==> config.mk <==
export PLATFORM = sky130hd
export DESIGN_NAME = pipelined_alu_unit
export DESIGN_NICKNAME = d
export VERILOG_FILES = /design/src/rtl/pipelined_alu_unit.sv
export SDC_FILE = /design/constraint.sdc
export NUM_CORES = 1
export LEC_CHECK = 0
export CAP_MARGIN = 20
export CORE_ASPECT_RATIO = 1.75
export CORE_MARGIN = 2
export CORE_UTILIZATION = 50
export DETAILED_ROUTE_END_ITERATION = 6
export GPL_TIMING_DRIVEN = 0
export PLACE_DENSITY = 0.71
export SLEW_MARGIN = 20
export SYNTH_ARGS = -nofsm -noshare
export SYNTH_HDL_FRONTEND = slang
export SYNTH_SLANG_ARGS = --single-unit
==> constraint.sdc <==
create_clock -name clk -period 4.01 [get_ports clk]
set_input_delay 0.802 -clock clk [delete_from_list [all_inputs] [get_ports clk]]
set_output_delay 0.802 -clock clk [all_outputs]
set_load 0.005 [all_outputs]
Figure 1. Selected gate families (run 1).
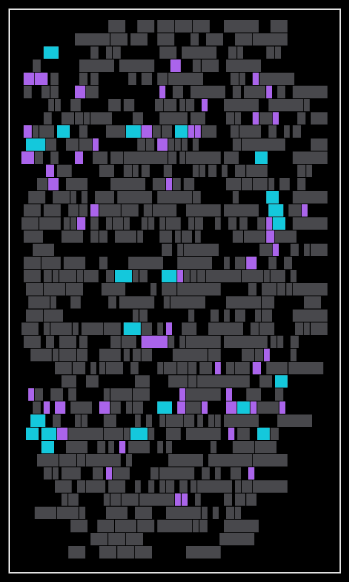
[cyan] AND-OR and OR-AND gates | cells: 21
[purple] NOR gates | cells: 52 | most used: nor2_1 | where: spread over the die
Non-Filler Instances: 594
combinational share of cell area: 56.0%
most numerous logic cell after layout: nand2_1

Figure 2. Signal metal coverage by tile (run 1).
14 x 23 tiles, from white (low) to dark blue (high), scaled to the fullest tile. Values are wire area over tile area, all layers added.
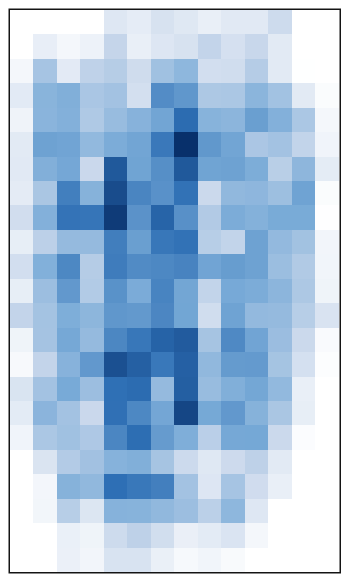
mean over tiles: 0.21
fullest tile: 0.61
emptiest ninth of the die: lower right
nearly empty tiles: 12%
gr usage total: 28.3%
DR vias: 3542
Routed wire per std cell: 17.7 µm
Routed WL: 10.5 mm

Figure 3. Ports around the boundary (run 1).
The bar under the picture is 20 µm long. Pins as bars across the die edge, other pins in grey.
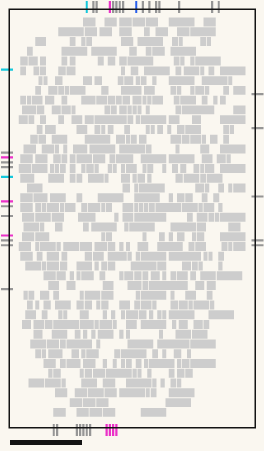
[blue] `flag_zero` | pins: 1 | direction: output | edge: top
[magenta] `result` | pins: 8 | direction: output | edge: 4 bottom, 3 left, 1 top
[cyan] `op` | pins: 3 | direction: input | edge: 2 left, 1 top
all pins by edge: 16 top, 13 left, 11 bottom, 5 right
DIE HEIGHT: 116 µm
Die Wd: 68.1 µm
I/O Buffers: 41

==> impl_metrics.csv, run 1 <==
group,metric,value,unit
run_status,status,"completed",
job,warning_count,34,
clocking,clk_pin_slew,70,ps
timing,slew_viol_final,0,
synth,yosysCellCount,460,
layout,layout_top_cells,"nand2_1 (66), dfxtp_1 (49), a21oi_1 (45)",
synth,synth_top_cell_by_area,"dfxtp_1",
timing,whs,449,ps
timing,max_freq,0.267,GHz
detailed_routing,via_per_inst,5.96,
clocking,cts.sinks,49,
clocking,cts-root-buf,"clkbuf_16",
clocking,htree_num_levels,2,
floorplan,io_pins,45,
synth,ys_sh_mux,6.67,%
clocking,clock_path_buffers,2,
synth,synth_nets,519,
pwr,power.total,1.29,mW
pwr,power.density,300,mW/mm²
layout,diodes,0,
setup_path,r2r_slack,1340,ps
clocking,postCtsSetupRepairBufs,0,
synth,ys_area,0.00360,mm²
floorplan,rows,41,
layout,syn2layout_area_growth,19.2,%
floorplan,fp_util,50.8,%
timing,fin_ws,262,ps
placement,place_inst,587,
global_route,grt_pass1_wl,16.7,mm
synth,synth.cellmix.xorXnorShare,1.46,%
global_route,antenna_found_initial,0,
synth,synth_top_area_share,27.3,%
layout,fin_area,0.00429,mm²
synth,synthTopLogicFamily,"AND-OR/OR-AND gates",
setup_path,cpMaxStageDelayCell,"fa_1",
run 1: per-layer routing:
layer / share of wire [%] / routed length [µm] / up-vias / GRT usage (%)
met4: 4.0 / 418 / 0 / 14.4
met5: 0 / 0 / - / 0
li1: - / - / 1740 / -
met3: 2.9 / 304 / 33 / 3.47
met2: 56 / 5840 / 85 / 53.7
met1: 37 / 3930 / 1684 / 28.9
run 1: synth_stat cells (all sizes together) (2+ instances only):
| master | number |
|---|---|
| a211o | 3 |
| a211oi | 3 |
| a21o | 5 |
| a21oi | 45 |
| a221oi | 5 |
| a22oi | 5 |
| a311oi | 5 |
| a31oi | 4 |
| and2 | 10 |
| and3 | 5 |
| buf | 15 |
| clkbuf | 10 |
| dfxtp | 49 |
| fa | 3 |
| ha | 33 |
| inv | 26 |
| mux2 | 8 |
| mux2i | 15 |
| nand2 | 66 |
| nand2b | 7 |
| nand3 | 13 |
| nand3b | 2 |
| nor2 | 31 |
| nor2b | 7 |
| nor3 | 8 |
| nor3b | 2 |
| nor4 | 3 |
| o2111ai | 2 |
| o211ai | 6 |
| o21a | 5 |
| o21ai | 19 |
| o21bai | 2 |
| o22ai | 8 |
| o31a | 3 |
| o31ai | 2 |
| o41ai | 2 |
| or2 | 2 |
| or3 | 2 |
| or4 | 2 |
| xnor2 | 5 |
run 1: worst min-delay path, delay by kind of cell, from the launching register on:
kind | cells | cell delay, ps
flops | 1 | 310
simple gates | 1 | 50
compound gates | 1 | 50
run 1: power breakdown:
part / switching (mW) / internal, mW
Combinational: 0.163 / 0.122
Sequential: 0.00959 / 0.497
Clock: 0.183 / 0.312
run 1: final cells by class:
type	count	area [µm²]
fill	668	2790
buffer	24	119
sequential	49	981
clock inverter	1	30.0
timing repair buffer	41	405
clock buffer	7	143
inverter	27	101
tap	86	108
multi-input combinational	359	2400
==> run 1 -> run 2 <==
Settings changed: CORE_UTILIZATION 50 to 30, PLACE_DENSITY 0.71 to 0.46.
Figure 4. Signal metal coverage by tile (run 2).
17 x 30 tiles, from white (low) to dark blue (high), scaled to the fullest tile. Values are wire area over tile area, all layers added.
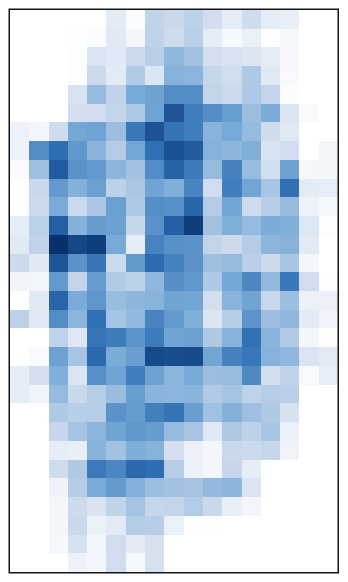
emptiest ninth of the die: lower right
nearly empty tiles: 23%
tiles over half the peak: 23%
gr usage total: 19.3%
Routed WL: 12.1 mm
DR vias: 3499

Figure 5. Ports around the boundary (run 2).
The bar under the picture is 20 µm long. Pins as bars across the die edge, other pins in grey.
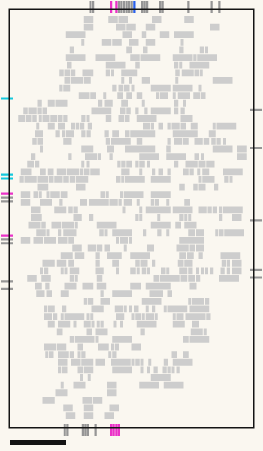
[magenta] `result` | pins: 8 | direction: output | edge: 4 bottom, 2 left, 2 top
[blue] `flag_zero` | pins: 1 | direction: output | edge: top
[cyan] `op` | pins: 3 | direction: input | edge: left
all pins by edge: 19 top, 11 left, 10 bottom, 5 right
Die Wd: 86.8 µm
DIE HEIGHT: 149 µm

==> impl_metrics.csv, run 2 <==
group,metric,value,unit
synth,ys_area,0.00360,mm²
layout,layout_top_cell,"nand2_1",
timing,fin_ws,281,ps
pwr,power.switching,377,µW
pwr,power.share.clock,39.1,%
run_status,status,"completed",
timing,slew_viol_final,0,
synth,synth.most_common_cell,"nand2_1",
detailed_routing,via_per_inst,5.42,
detailed_routing,wl_per_cell,18.7,µm
clocking,cts-root-buf,"clkbuf_16",
clocking,clock_path_buffers,2,
floorplan,io_pins,45,
pwr,power.total,1.31,mW
setup_path,r2r_slack,1280,ps
synth,synth_nets,519,
layout,layout_top_cells,"nand2_1 (66), dfxtp_1 (49), a21oi_1 (45)",
pwr,power.density,300,mW/mm²
pwr,p_int,931,µW
synth,common_cells,"nand2_1 (66), dfxtp_1 (49), a21oi_1 (45)",
synth,synth_top_area_share,27.3,%
pwr,sw_frac_of_total,28.9,%
placement,place_inst,638,
global_route,antenna_found_initial,0,
synth,synth_top_cell_by_area,"dfxtp_1",
timing,max_freq,0.268,GHz
pwr,seqPwrFrac,38.8,%
clocking,htree_num_levels,2,
global_route,grt_pass1_wl,19.3,mm
Figure 6. Clock nets (run 2).
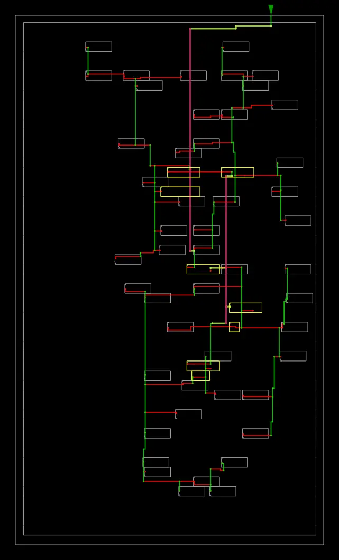
TritonCTS Sinks: 49
worst skew pair latency: 290 ps
skew final: 3.97 ps

-- run 2: netlist changes by cell type in the layout (fill, tap and decap cells not counted) --
cell,change
clkbuf_1,-1
clkinvlp_4,+1
-- run 2: cell families after synthesis --
group           after synthesis  share of synthesized area [%]
mux                          23                           6.67
xor+xnor                      6                           1.46
simple gates                163                           21.7
flops                        49                           27.3
compound gates              131                           23.8
buf+inv                      52                           6.05
fa+ha+maj                    36                           13.1
-- run 2: per-layer routing --
metal / vias to the layer above / track usage (%) / part of all wire, % / wire length (µm)
li1: 1734 / - / - / -
met1: 1666 / 20.1 / 38 / 4560
met2: 71 / 38.2 / 57 / 6910
met3: 28 / 1.66 / 2.0 / 238
met4: 0 / 7.58 / 3.2 / 385
met5: - / 0 / 0 / 0
-- run 2: power by group through the flow --
stage	sequential, mW	clock (mW)	combinational (mW)
4_1_cts	0.507	0.522	0.291
3_5_place_dp	0.518	0	0.289
3_3_place_gp	0.518	0	0.287
2_1_floorplan	0.515	0	0.181
6_report	0.507	0.512	0.289
5_1_grt	0.508	0.543	0.321
-- run 2: area by class of cell --
| cell class | count | area, µm² | share of cell area [%] |
|---|---|---|---|
| Buffer | 24 | 119 | 2.73 |
| Clock buffer | 6 | 139 | 3.19 |
| Clock inverter | 2 | 37.5 | 0.861 |
| Inverter | 27 | 101 | 2.33 |
| Multi-Input combinational cell | 359 | 2400 | 55.2 |
| Sequential cell | 49 | 981 | 22.5 |
| Tap cell | 137 | 171 | 3.93 |
| Timing Repair Buffer | 41 | 405 | 9.30 |
-- run 2: critical path, cell delays in order --
cell and delay (ps):
buf_2 250, buf_2 280, clkbuf_2 330, mux2i_1 120
nor2_1 90, a21oi_1 60, fa_1 440, fa_1 420
xnor2_1 150, a221o_1 330, nor4b_2 250, nand4_1 150
o31ai_1 240
Power figures rest on the tool's default switching activity, not on a simulated workload.
